File: config.mk
export PLATFORM = sky130hd
export DESIGN_NAME = conv_window_sequencer
export DESIGN_NICKNAME = d
export VERILOG_FILES = /design/src/rtl/conv_window_sequencer.sv
export SDC_FILE = /design/constraint.sdc
export NUM_CORES = 1
export LEC_CHECK = 0
export ABC_AREA = 1
export CORE_MARGIN = 5
export CORE_UTILIZATION = 25
export CTS_BUF_LIST = sky130_fd_sc_hd__clkbuf_16
export CTS_CLUSTER_DIAMETER = 50
export DETAILED_ROUTE_END_ITERATION = 6
export SLEW_MARGIN = 25
export SYNTH_ARGS = -nofsm -noshare
export SYNTH_HDL_FRONTEND = slang
export SYNTH_SLANG_ARGS = --single-unit
File: constraint.sdc
create_clock -name clk -period 4.7 [get_ports clk]
set_clock_uncertainty 0.05 [all_clocks]
set_input_delay 1.41 -clock clk [delete_from_list [all_inputs] [get_ports clk]]
set_output_delay 1.41 -clock clk [all_outputs]
set_load 0.02 [all_outputs]
File: src/rtl/conv_window_sequencer.sv
// Window sequencer for the convolution datapath: issues input-memory reads that fill
// and slide the KSIZE x KSIZE window, steps the MAC tap index and returns the controller handshakes.
module conv_window_sequencer #(
  parameter int KSIZE  = 3,
  parameter int OUT_W  = 6,
  parameter int OUT_H  = 6,
  parameter int ADDR_W = 8
) (
  input  logic              clk,
  input  logic              rst,
  input  logic              load_en,
  input  logic              ALU_en,
  input  logic              shift_en,
  output logic              mem_rd_en,
  output logic [ADDR_W-1:0] mem_addr,
  output logic              tap_valid,
  output logic [7:0]        tap_idx,
  output logic [7:0]        out_row,
  output logic [7:0]        out_col,
  output logic              en_calculate,
  output logic              alu_done,
  output logic              cal_done,
  output logic              shift_done,
  output logic              acc_done,
  output logic [2:0]        dbg_state_o
);

  localparam int IN_W = OUT_W + KSIZE - 1;
  localparam logic [7:0] K8       = 8'(KSIZE);
  localparam logic [7:0] K8M1     = 8'(KSIZE - 1);
  localparam logic [7:0] TAPS     = 8'(KSIZE * KSIZE);
  localparam logic [7:0] LAST_COL = 8'(OUT_W - 1);
  localparam logic [7:0] LAST_ROW = 8'(OUT_H - 1);

  localparam logic [2:0] S_IDLE       = 3'd0;
  localparam logic [2:0] S_LOAD       = 3'd1;
  localparam logic [2:0] S_WAIT_CALC  = 3'd2;
  localparam logic [2:0] S_CALC       = 3'd3;
  localparam logic [2:0] S_WAIT_SHIFT = 3'd4;
  localparam logic [2:0] S_SHIFT      = 3'd5;
  localparam logic [2:0] S_DONE       = 3'd6;

  // Handshakes: every done pulse is a registered, single-cycle strobe; the controller's
  // enables are levels sampled on each rising edge, and load_en low outside IDLE/DONE aborts.
  logic [2:0]        state_q, state_d;
  logic [7:0]        rc_q, rc_d;
  logic [7:0]        r_off_q, r_off_d, c_off_q, c_off_d;
  logic [7:0]        win_row_q, win_row_d, win_col_q, win_col_d;
  logic              narrow_q, narrow_d;
  logic [7:0]        row_q, row_d, col_q, col_d;
  logic [7:0]        tap_cnt_q, tap_cnt_d, tap_idx_q, tap_idx_d;
  logic              tap_valid_q, tap_valid_d;
  logic              rd_en_q, rd_en_d;
  logic [ADDR_W-1:0] addr_q, addr_d;
  logic              en_calc_q, en_calc_d, alu_done_q, alu_done_d, cal_done_q, cal_done_d;
  logic              shift_done_q, shift_done_d, acc_done_q, acc_done_d;
  logic              issue;
  logic [7:0]        burst_len;

  // A column advance reads one column (narrow burst); loads and row wraps read the full window.
  assign burst_len = narrow_q ? K8 : TAPS;

  always_comb begin
    state_d      = state_q;
    rc_d         = rc_q;
    r_off_d      = r_off_q;
    c_off_d      = c_off_q;
    win_row_d    = win_row_q;
    win_col_d    = win_col_q;
    narrow_d     = narrow_q;
    row_d        = row_q;
    col_d        = col_q;
    tap_cnt_d    = tap_cnt_q;
    tap_idx_d    = tap_idx_q;
    addr_d       = addr_q;
    tap_valid_d  = 1'b0;
    rd_en_d      = 1'b0;
    en_calc_d    = 1'b0;
    alu_done_d   = 1'b0;
    cal_done_d   = 1'b0;
    shift_done_d = 1'b0;
    acc_done_d   = 1'b0;
    issue        = 1'b0;

    case (state_q)
      S_IDLE: begin
        if (load_en) begin
          row_d     = 8'd0;
          col_d     = 8'd0;
          win_row_d = 8'd0;
          win_col_d = 8'd0;
          narrow_d  = 1'b0;
          r_off_d   = 8'd0;
          c_off_d   = 8'd0;
          rc_d      = 8'd0;
          state_d   = S_LOAD;
          issue     = 1'b1;
        end
      end
      S_LOAD, S_SHIFT: begin
        if (rc_q == burst_len) begin
          state_d = S_WAIT_CALC;
          if (state_q == S_LOAD) begin
            en_calc_d = 1'b1;
          end else begin
            shift_done_d = 1'b1;
            if (col_q == LAST_COL) begin
              row_d = row_q + 8'd1;
              col_d = 8'd0;
            end else begin
              col_d = col_q + 8'd1;
            end
          end
        end else begin
          issue = 1'b1;
        end
      end
      S_WAIT_CALC: begin
        if (ALU_en) begin
          state_d     = S_CALC;
          tap_valid_d = 1'b1;
          tap_idx_d   = 8'd0;
          tap_cnt_d   = 8'd1;
        end
      end
      S_CALC: begin
        if (tap_cnt_q == TAPS) begin
          alu_done_d = 1'b1;
          tap_cnt_d  = 8'd0;
          if (row_q == LAST_ROW && col_q == LAST_COL) begin
            acc_done_d = 1'b1;
            state_d    = S_DONE;
          end else begin
            cal_done_d = 1'b1;
            state_d    = S_WAIT_SHIFT;
          end
        end else if (ALU_en) begin
          tap_valid_d = 1'b1;
          tap_idx_d   = tap_cnt_q;
          tap_cnt_d   = tap_cnt_q + 8'd1;
        end
      end
      S_WAIT_SHIFT: begin
        if (shift_en) begin
          r_off_d = 8'd0;
          c_off_d = 8'd0;
          rc_d    = 8'd0;
          state_d = S_SHIFT;
          issue   = 1'b1;
          if (col_q == LAST_COL) begin
            win_row_d = row_q + 8'd1;
            win_col_d = 8'd0;
            narrow_d  = 1'b0;
          end else begin
            win_row_d = row_q;
            win_col_d = col_q + K8;
            narrow_d  = 1'b1;
          end
        end
      end
      S_DONE: begin
        if (!load_en) state_d = S_IDLE;
      end
      default: state_d = S_IDLE;
    endcase

    // Issue one read at the current offsets, then step row-major through the burst.
    if (issue) begin
      rd_en_d = 1'b1;
      addr_d  = ADDR_W'((int'(win_row_d) + int'(r_off_d)) * IN_W + int'(win_col_d) + int'(c_off_d));
      if (narrow_d || c_off_d == K8M1) begin
        c_off_d = 8'd0;
        r_off_d = r_off_d + 8'd1;
      end else begin
        c_off_d = c_off_d + 8'd1;
      end
      rc_d = rc_d + 8'd1;
    end

    if (!load_en && state_q != S_IDLE && state_q != S_DONE) begin
      state_d      = S_IDLE;
      rc_d         = 8'd0;
      r_off_d      = 8'd0;
      c_off_d      = 8'd0;
      win_row_d    = 8'd0;
      win_col_d    = 8'd0;
      narrow_d     = 1'b0;
      row_d        = 8'd0;
      col_d        = 8'd0;
      tap_cnt_d    = 8'd0;
      tap_idx_d    = 8'd0;
      addr_d       = addr_q;
      tap_valid_d  = 1'b0;
      rd_en_d      = 1'b0;
      en_calc_d    = 1'b0;
      alu_done_d   = 1'b0;
      cal_done_d   = 1'b0;
      shift_done_d = 1'b0;
      acc_done_d   = 1'b0;
    end
  end

  always_ff @(posedge clk or posedge rst) begin
    if (rst) begin
      state_q      <= S_IDLE;
      rc_q         <= 8'd0;
      r_off_q      <= 8'd0;
      c_off_q      <= 8'd0;
      win_row_q    <= 8'd0;
      win_col_q    <= 8'd0;
      narrow_q     <= 1'b0;
      row_q        <= 8'd0;
      col_q        <= 8'd0;
      tap_cnt_q    <= 8'd0;
      tap_idx_q    <= 8'd0;
      tap_valid_q  <= 1'b0;
      rd_en_q      <= 1'b0;
      addr_q       <= '0;
      en_calc_q    <= 1'b0;
      alu_done_q   <= 1'b0;
      cal_done_q   <= 1'b0;
      shift_done_q <= 1'b0;
      acc_done_q   <= 1'b0;
    end else begin
      state_q      <= state_d;
      rc_q         <= rc_d;
      r_off_q      <= r_off_d;
      c_off_q      <= c_off_d;
      win_row_q    <= win_row_d;
      win_col_q    <= win_col_d;
      narrow_q     <= narrow_d;
      row_q        <= row_d;
      col_q        <= col_d;
      tap_cnt_q    <= tap_cnt_d;
      tap_idx_q    <= tap_idx_d;
      tap_valid_q  <= tap_valid_d;
      rd_en_q      <= rd_en_d;
      addr_q       <= addr_d;
      en_calc_q    <= en_calc_d;
      alu_done_q   <= alu_done_d;
      cal_done_q   <= cal_done_d;
      shift_done_q <= shift_done_d;
      acc_done_q   <= acc_done_d;
    end
  end

  assign mem_rd_en    = rd_en_q;
  assign mem_addr     = addr_q;
  assign tap_valid    = tap_valid_q;
  assign tap_idx      = tap_idx_q;
  assign out_row      = row_q;
  assign out_col      = col_q;
  assign en_calculate = en_calc_q;
  assign alu_done     = alu_done_q;
  assign cal_done     = cal_done_q;
  assign shift_done   = shift_done_q;
  assign acc_done     = acc_done_q;
  assign dbg_state_o  = state_q;

endmodule

### Signal wires on met3

Drawn at 2 px/µm. Cells faint in the background.
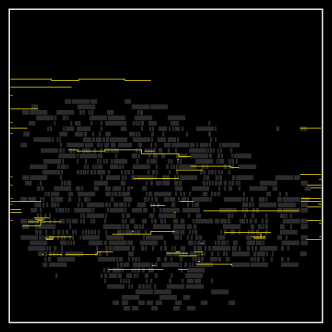
51 nets have wire on it. The wires run mostly horizontal.
total wire length: 12.95 mm
met3 Use GR: 3.273%
via count: 4593

### Nets reached from selected ports

Drawn at 3 px/µm.
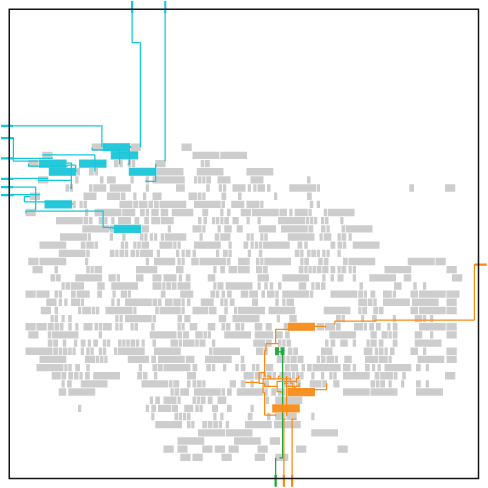
Key: shift_en = green [bits 1, direction input, edge bottom, end cells 2, buffers 1, wire 45.8 µm]; mem_addr = cyan [bits 8, direction output, edge 6 left, 2 top, end cells 8, buffers 8, wire 373 µm]; dbg_state_o = orange [bits 3, direction output, edge 2 bottom, 1 right, end cells 3, buffers 3, wire 248 µm]
IO Count: 47
Buffers on Ports: 46

### Placed cells, one color a class

Drawn at 2 px/µm.
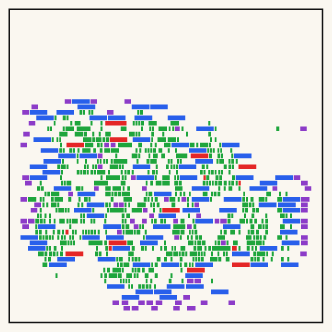
Key: clock drivers and dummy loads = red [cells 15]; registers = blue [cells 85]; remaining buffers and delay cells = purple [cells 73]; remaining logic cells = green [cells 579]
design area: 6516 µm²
Std-Cell Rows: 53

### The clock network

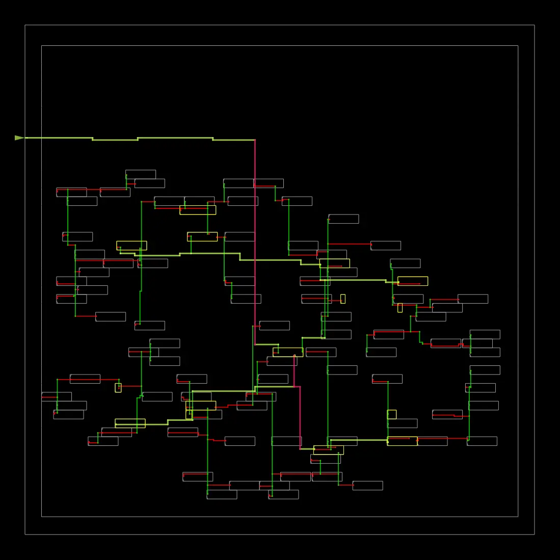
cts bufs inserted: 9
Clk power: 697 µW
latest clock arrival within the worst-skew pair: 0.35 ns

==> run notes <==
impl run done, here's what came out: Chip Height=155.9 µm, CP Capture Type=flop, met1 wire length=6.288 mm, share of layout cells above drive strength 1=11.17%, Pre-Repair DR Iteration Count=5, GRT Resource Usage Total=11.31%, Slew Limit Fails=0, critical path cell sequence=dlymetal6s2s_1 -> inv_1 -> nand2_1 -> nand3_4 -> inv_1 -> o22ai_1 -> ha_2 -> fa_1 -> inv_1 -> fa_1 -> inv_1 -> ha_1 -> a21oi_2 -> nand2_1 -> nand2_1 -> nand2_1 -> nand2_1 -> nand2_1 -> inv_1 -> nand2_1 -> nand2_1 -> nand2_1 -> nand3_1 -> nand2_1, Combinational Area=2761 µm², CP most frequent cell=nand2_1, core area=21020 µm², vias in the first global route=4522, DP HPWL=9.791 mm, Final WS setup=0.5147 ns, RR Startpoint=out_col[1]$_DFFE_PP0P_, first-pass GRT wire length=22.26 mm, slowest CP cell=fa_1, Hold WC Path Type=reg2reg, Max Fclk=238.9 MHz, Synth async-reset ratio=100.0%, area leader, netlist=dfrtp_1, routed wl met3=661 µm, status=completed, Synth warnings=0, Crit. Startpoint=shift_en, Yosys Instances=681, pwr dens=417.1 nW/µm², largest net degree at the start of global routing=39, Worst-path clk slew=0.06 ns
## per-layer routing
layer	up-vias	GRT usage, %
met5	-	0
met4	0	2.960
met3	13	3.273
met2	102	17.90
met1	2132	15.19
li1	2346	-
## logic make-up after synthesis
kind of cell             Yosys count  synth area share [%]
XOR/XNOR                          22                 3.620
flip-flops                        85                 39.96
adder cells (fa/ha/maj)           30                 7.899
AND-OR/OR-AND                    102                 11.64
buffers and inverters            106                 8.275
AND/OR/NAND/NOR                  336                 28.61
## report_power, final
| part | switching, µW | total [µW] | internal (µW) |
|---|---|---|---|
| Sequential | 77.1 | 900 | 822 |
| Clock | 294 | 697 | 403 |
| Combinational | 740 | 1120 | 381 |
## cell type report
| cell class | instances | share of cell area (%) |
|---|---|---|
| inverter | 89 | 5.146 |
| sequential | 85 | 32.64 |
| timing repair buffer | 73 | 10.25 |
| tap | 275 | 5.280 |
| clock inverter | 6 | 0.8449 |
| multi-input combinational | 490 | 42.38 |
| clock buffer | 9 | 3.456 |
## metrics by stage
step                setup TNS (ns)  cells  util [%]  hold WS, ns
finish                           0   1027     31.00       0.4323
global route                     0   1027     31.00       0.4708
CTS                              0   1027     30.94       0.4353
detailed placement         -0.4120   1012     29.61       0.4204
floorplan                        0    681         -       0.4480
global placement           -0.3208   1012     29.61       0.4175
## critical path, delay by kind of cell
kind            cells  cell delay (ns)
fa+ha+maj           4             1.50
compound gates      2             0.25
simple gates       12             0.80
buf+inv             6             0.42
## flip-flops by register name, indices dropped and copies added, names as in the netlist, 8 cells and up
signal	flops
tap_cnt_q	8
win_col_q	8
out_row	8
c_off_q	8
mem_addr	8
tap_idx	8
out_col	8
rc_q	8
## timing repair
item / 4_1_cts / 5_1_grt
setup endpoints to repair: 0 / 1
hold buffers: 0 / 0
resized: 0 / 4
setup buffers: 0 / 0
## path summary, 6_finish.rpt
check                                          end  slack (ns)  depth (start not counted)
setup / recovery           mem_addr[7]$_DFFE_PP0P_        0.51                         24
hold / removal              tap_idx[3]$_DFFE_PP0P_        0.43                          2
setup reg to reg           mem_addr[7]$_DFFE_PP0P_        0.74                         24
hold reg to reg             tap_idx[3]$_DFFE_PP0P_        0.43                          2
max in group asynchronous   out_col[4]$_DFFE_PP0P_        2.38                          3
min in group asynchronous        rc_q[7]$_DFF_PP0_        1.44                          2
## cell usage in the layout (no fill, tap or decap), drive strengths merged, types with 5 or more instances in the layout
master	Yosys	layout
a21oi	35	35
buf	11	27
clkbuf	6	9
clkdlybuf4s50	0	44
clkinv	0	5
dfrtp	85	85
fa	6	6
ha	24	24
inv	89	88
nand2	189	189
nand3	46	46
nand4	10	10
nor2	67	67
nor3	16	16
o21ai	42	42
o31ai	10	10
xnor2	7	7
xor2	15	15
No activity file was given, so power comes from the tool's default toggle rates.
